===== config.mk =====
export PLATFORM = sky130hd
export DESIGN_NAME = dsp_nco_sweep_ctrl
export DESIGN_NICKNAME = d
export VERILOG_FILES = /design/src/rtl/dsp_nco_sweep_ctrl.sv
export SDC_FILE = /design/constraint.sdc
export NUM_CORES = 1
export LEC_CHECK = 0
export CORE_MARGIN = 2
export CORE_UTILIZATION = 40
export CTS_CLUSTER_DIAMETER = 150
export DETAILED_ROUTE_END_ITERATION = 16
export HOLD_SLACK_MARGIN = 0.03
export PLACE_DENSITY = 0.65
export SLEW_MARGIN = 0
export SYNTH_ARGS = -nofsm -noshare
export SYNTH_HDL_FRONTEND = slang
export SYNTH_SLANG_ARGS = --single-unit

===== constraint.sdc =====
create_clock -name clk -period 6.4 [get_ports clk]
set_input_delay 1.28 -clock clk [delete_from_list [all_inputs] [get_ports clk]]
set_output_delay 1.28 -clock clk [all_outputs]
set_load 0.01 [all_outputs]

===== src/rtl/dsp_nco_sweep_ctrl.sv =====
// dsp_nco_sweep_ctrl: steps an NCO phase increment from start to stop.
// Supports single, sawtooth and triangle sweeps with a per-step dwell.
module dsp_nco_sweep_ctrl #(
   parameter int PHI_WIDTH   = 32,
   parameter int DWELL_WIDTH = 16
) (
   input  logic                   clk,
   input  logic                   rst_n,
   input  logic                   cfg_valid,
   output logic                   cfg_ready,
   input  logic [PHI_WIDTH-1:0]   cfg_start,
   input  logic [PHI_WIDTH-1:0]   cfg_stop,
   input  logic [PHI_WIDTH-1:0]   cfg_step,
   input  logic [DWELL_WIDTH-1:0] cfg_dwell,
   input  logic [1:0]             cfg_mode,
   input  logic                   start,
   input  logic                   abort,
   output logic                   nco_en,
   output logic [PHI_WIDTH-1:0]   phi_inc,
   output logic                   busy,
   output logic                   done,
   output logic                   wrap,
   output logic                   cfg_err
);

   localparam int W = PHI_WIDTH;
   localparam int D = DWELL_WIDTH;

   typedef enum logic [1:0] {
      IDLE,
      ARMED,
      SWEEP_UP,
      SWEEP_DN
   } state_t;

   state_t state_q, state_d;

   logic [W-1:0] sh_start_q, sh_start_d;
   logic [W-1:0] sh_stop_q, sh_stop_d;
   logic [W-1:0] sh_step_q, sh_step_d;
   logic [D-1:0] sh_dwell_q, sh_dwell_d;
   logic [1:0]   sh_mode_q, sh_mode_d;

   logic [W-1:0] act_start_q, act_start_d;
   logic [W-1:0] act_stop_q, act_stop_d;
   logic [W-1:0] act_step_q, act_step_d;
   logic [D-1:0] act_dwell_q, act_dwell_d;
   logic [1:0]   act_mode_q, act_mode_d;

   logic [W-1:0] phi_q, phi_d;
   logic [D-1:0] cnt_q, cnt_d;
   logic         en_q, en_d;
   logic         busy_q, busy_d;
   logic         done_q, done_d;
   logic         wrap_q, wrap_d;
   logic         err_q, err_d;
   logic         rdy_q, rdy_d;

   logic         xfer;
   logic         dwell_end;
   logic         sweeping;
   logic [W:0]   up_sum;
   logic [W:0]   dn_diff;
   logic [W-1:0] up_next;
   logic [W-1:0] dn_next;

   assign xfer      = cfg_valid && rdy_q;
   assign dwell_end = (cnt_q == act_dwell_q);
   assign sweeping  = (state_q == SWEEP_UP) || (state_q == SWEEP_DN);

   // Extra bit catches carry-out / borrow so both directions clamp cleanly.
   assign up_sum  = {1'b0, phi_q} + {1'b0, act_step_q};
   assign dn_diff = {1'b0, phi_q} - {1'b0, act_step_q};
   assign up_next = (up_sum >= {1'b0, act_stop_q}) ? act_stop_q
                                                   : up_sum[W-1:0];
   assign dn_next = (dn_diff[W] || (dn_diff[W-1:0] <= act_start_q))
                  ? act_start_q : dn_diff[W-1:0];

   always_comb begin
      state_d     = state_q;
      sh_start_d  = sh_start_q;
      sh_stop_d   = sh_stop_q;
      sh_step_d   = sh_step_q;
      sh_dwell_d  = sh_dwell_q;
      sh_mode_d   = sh_mode_q;
      act_start_d = act_start_q;
      act_stop_d  = act_stop_q;
      act_step_d  = act_step_q;
      act_dwell_d = act_dwell_q;
      act_mode_d  = act_mode_q;
      phi_d       = phi_q;
      cnt_d       = cnt_q;
      en_d        = en_q;
      busy_d      = busy_q;
      done_d      = 1'b0;
      wrap_d      = 1'b0;
      err_d       = 1'b0;

      if (sweeping && abort) begin
         state_d = ARMED;
         en_d    = 1'b0;
         busy_d  = 1'b0;
         phi_d   = '0;
         cnt_d   = '0;
      end else begin
         unique case (state_q)
            IDLE, ARMED: begin
               if (xfer) begin
                  if (cfg_start > cfg_stop) begin
                     err_d = 1'b1;
                  end else begin
                     sh_start_d = cfg_start;
                     sh_stop_d  = cfg_stop;
                     sh_step_d  = cfg_step;
                     sh_dwell_d = cfg_dwell;
                     sh_mode_d  = cfg_mode;
                     state_d    = ARMED;
                  end
               end
               // Start snapshots the pre-transfer shadow set.
               if ((state_q == ARMED) && start) begin
                  act_start_d = sh_start_q;
                  act_stop_d  = sh_stop_q;
                  act_step_d  = sh_step_q;
                  act_dwell_d = sh_dwell_q;
                  act_mode_d  = sh_mode_q;
                  phi_d       = sh_start_q;
                  cnt_d       = '0;
                  en_d        = 1'b1;
                  busy_d      = 1'b1;
                  state_d     = SWEEP_UP;
               end
            end
            SWEEP_UP: begin
               if (!dwell_end) begin
                  cnt_d = cnt_q + D'(1);
               end else begin
                  cnt_d = '0;
                  if (phi_q < act_stop_q) begin
                     phi_d = up_next;
                  end else if (act_mode_q == 2'd1) begin
                     phi_d  = act_start_q;
                     wrap_d = 1'b1;
                  end else if (act_mode_q == 2'd2) begin
                     if (act_start_q == act_stop_q) begin
                        wrap_d = 1'b1;
                     end else begin
                        phi_d   = dn_next;
                        state_d = SWEEP_DN;
                     end
                  end else begin
                     phi_d   = '0;
                     en_d    = 1'b0;
                     busy_d  = 1'b0;
                     done_d  = 1'b1;
                     state_d = ARMED;
                  end
               end
            end
            SWEEP_DN: begin
               if (!dwell_end) begin
                  cnt_d = cnt_q + D'(1);
               end else begin
                  cnt_d = '0;
                  if (phi_q > act_start_q) begin
                     phi_d = dn_next;
                  end else begin
                     phi_d   = up_next;
                     wrap_d  = 1'b1;
                     state_d = SWEEP_UP;
                  end
               end
            end
         endcase
      end

      rdy_d = (state_d == IDLE) || (state_d == ARMED);
   end

   always_ff @(posedge clk or negedge rst_n) begin
      if (!rst_n) begin
         state_q     <= IDLE;
         sh_start_q  <= '0;
         sh_stop_q   <= '0;
         sh_step_q   <= '0;
         sh_dwell_q  <= '0;
         sh_mode_q   <= '0;
         act_start_q <= '0;
         act_stop_q  <= '0;
         act_step_q  <= '0;
         act_dwell_q <= '0;
         act_mode_q  <= '0;
         phi_q       <= '0;
         cnt_q       <= '0;
         en_q        <= 1'b0;
         busy_q      <= 1'b0;
         done_q      <= 1'b0;
         wrap_q      <= 1'b0;
         err_q       <= 1'b0;
         rdy_q       <= 1'b0;
      end else begin
         state_q     <= state_d;
         sh_start_q  <= sh_start_d;
         sh_stop_q   <= sh_stop_d;
         sh_step_q   <= sh_step_d;
         sh_dwell_q  <= sh_dwell_d;
         sh_mode_q   <= sh_mode_d;
         act_start_q <= act_start_d;
         act_stop_q  <= act_stop_d;
         act_step_q  <= act_step_d;
         act_dwell_q <= act_dwell_d;
         act_mode_q  <= act_mode_d;
         phi_q       <= phi_d;
         cnt_q       <= cnt_d;
         en_q        <= en_d;
         busy_q      <= busy_d;
         done_q      <= done_d;
         wrap_q      <= wrap_d;
         err_q       <= err_d;
         rdy_q       <= rdy_d;
      end
   end

   assign cfg_ready = rdy_q;
   assign nco_en    = en_q;
   assign phi_inc   = phi_q;
   assign busy      = busy_q;
   assign done      = done_q;
   assign wrap      = wrap_q;
   assign cfg_err   = err_q;

endmodule


==> impl_metrics.ini <==
; generated from flow reports
[drt]
postRouteAntennaNets = 0
dr_total_vias = 18200
drt_iter0_markers = 1665
viasPerCell = 6.00
wl_per_cell_um = 24.0

[setup_path]
end_kind = flip-flop
r2r-end = phi_inc[3]
crit_arrival_ps = 6650
crit_slowest_cell = ha_1
reg2reg_slack_ps = 180
cpLargestDelayFamily = AND-OR/OR-AND gates

[synth]
top_area_frac = 0.339
area_leaders = dfrtp_1 34%, ha_1 14%, mux2_2 11%
ys_seq_elements = 283
synth_area_um2 = 20900
yosysUniqueCellTypes = 92
ys_seq_share = 0.339
top_area_cell = dfrtp_1

[floorplan]
fp_util = 0.406
core_area_um2 = 51400
dieWidth_um = 232
rows = 83

[final_layout]
area.sequential_um2 = 7080
flops = 283
layout-drive-gt1-share = 0.156
sh_seq_area = 0.288
antenna_cells = 0
n_all_buffers = 222
fin_nets = 2676
final_area_um2 = 24600
most-common-layout-cells = 283 x dfrtp_1, 226 x ha_1, 203 x mux2_2
comb_cells = 1604
final_util = 0.479

[status]
status = complete, no violations

[placed_design]
place.gp.congestion = 1.01
place_inst = 2972

[flow_run]
drv_cap = 0

[global_route]
grtUsageTotal = 0.269
grt_pass1_vias = 17900
gr-total-overflow = 0

[clocking]
postCtsHoldBufs = 0
ctsResizeCount = 0
cts_tree = done

[timing]
finalCritPeriodShare = 0.971
setup_ws_ps = 183
tightestPinTransition_ps = 1240

[hold_path]
holdCritPathClass = flip-flop to flip-flop
## routing by layer
layer / up-vias / wire (µm) / global-route usage
li1: 8298 / - / -
met1: 9051 / 33600 / 0.387
met2: 754 / 31900 / 0.411
met3: 114 / 4930 / 0.0341
met4: 0 / 2520 / 0.0964
met5: - / 0 / 0
## synth_stat cells (23+ instances only)
master	n
nand3_1	46
nand2_1	108
inv_1	177
clkbuf_1	49
a21oi_1	137
ha_1	226
o211ai_1	23
a21o_1	40
xnor2_1	90
o21ai_0	132
mux2_2	203
buf_2	32
dfrtp_1	283
nand4_1	49
nor3_1	37
a211oi_1	28
a221oi_1	29
nor2_1	115
## state kept, by name, indices dropped and copies added, names as in the netlist, 2 cells and up
signal and count:
act_dwell_q 16, act_mode_q 2, act_start_q 32, act_step_q 32, act_stop_q 32, cnt_q 16, phi_inc 32, sh_dwell_q 16
sh_mode_q 2, sh_start_q 32, sh_step_q 32, sh_stop_q 32, state_q 2
## worst max-delay path by stage
stage / startpoint / to / slack [ps] / cells past startpoint
floorplan: phi_inc[0] / phi_inc[14] / 1360 / 23
global placement: act_step_q[10] / phi_inc[3] / 290 / 21
detailed placement: act_step_q[10] / phi_inc[3] / 160 / 21
CTS: act_step_q[10] / phi_inc[3] / 140 / 21
global route: act_step_q[10] / phi_inc[22] / 0.4 / 21
finish: act_step_q[9] / phi_inc[3] / 180 / 21
## cell families after synthesis
family / Yosys count / share of synthesized area
xor+xnor: 107 / 0.0449
flops: 283 / 0.339
compound gates: 579 / 0.188
mux: 235 / 0.126
buf+inv: 281 / 0.0566
fa+ha+maj: 228 / 0.137
simple gates: 455 / 0.108
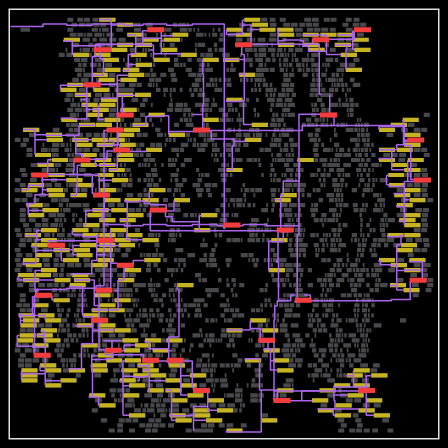
clk_routes.png
Key: clock wires = purple [length 4350 µm]; clock drivers = red [count 35]; flip-flops = yellow [count 283]
Position of the flops: all over the die. There are 36 routed clock nets.

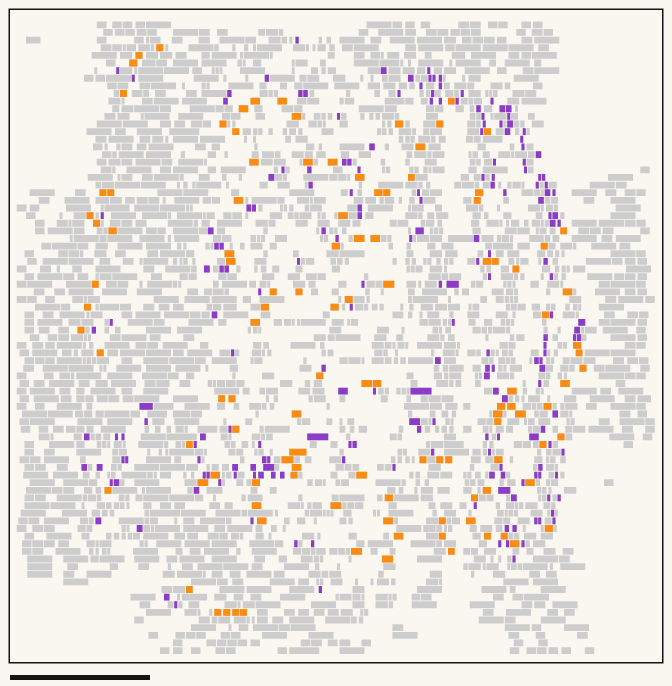
logic_types.png
Scale bar: 50 µm.
Key: AND-OR and OR-AND gates = orange [cells 112, most used a21o_1, where all over the die]; NOR gates = purple [cells 200, most used nor2_1]
Cell Count, Final, Fillers Out: 3035
logic share of the area: 0.515

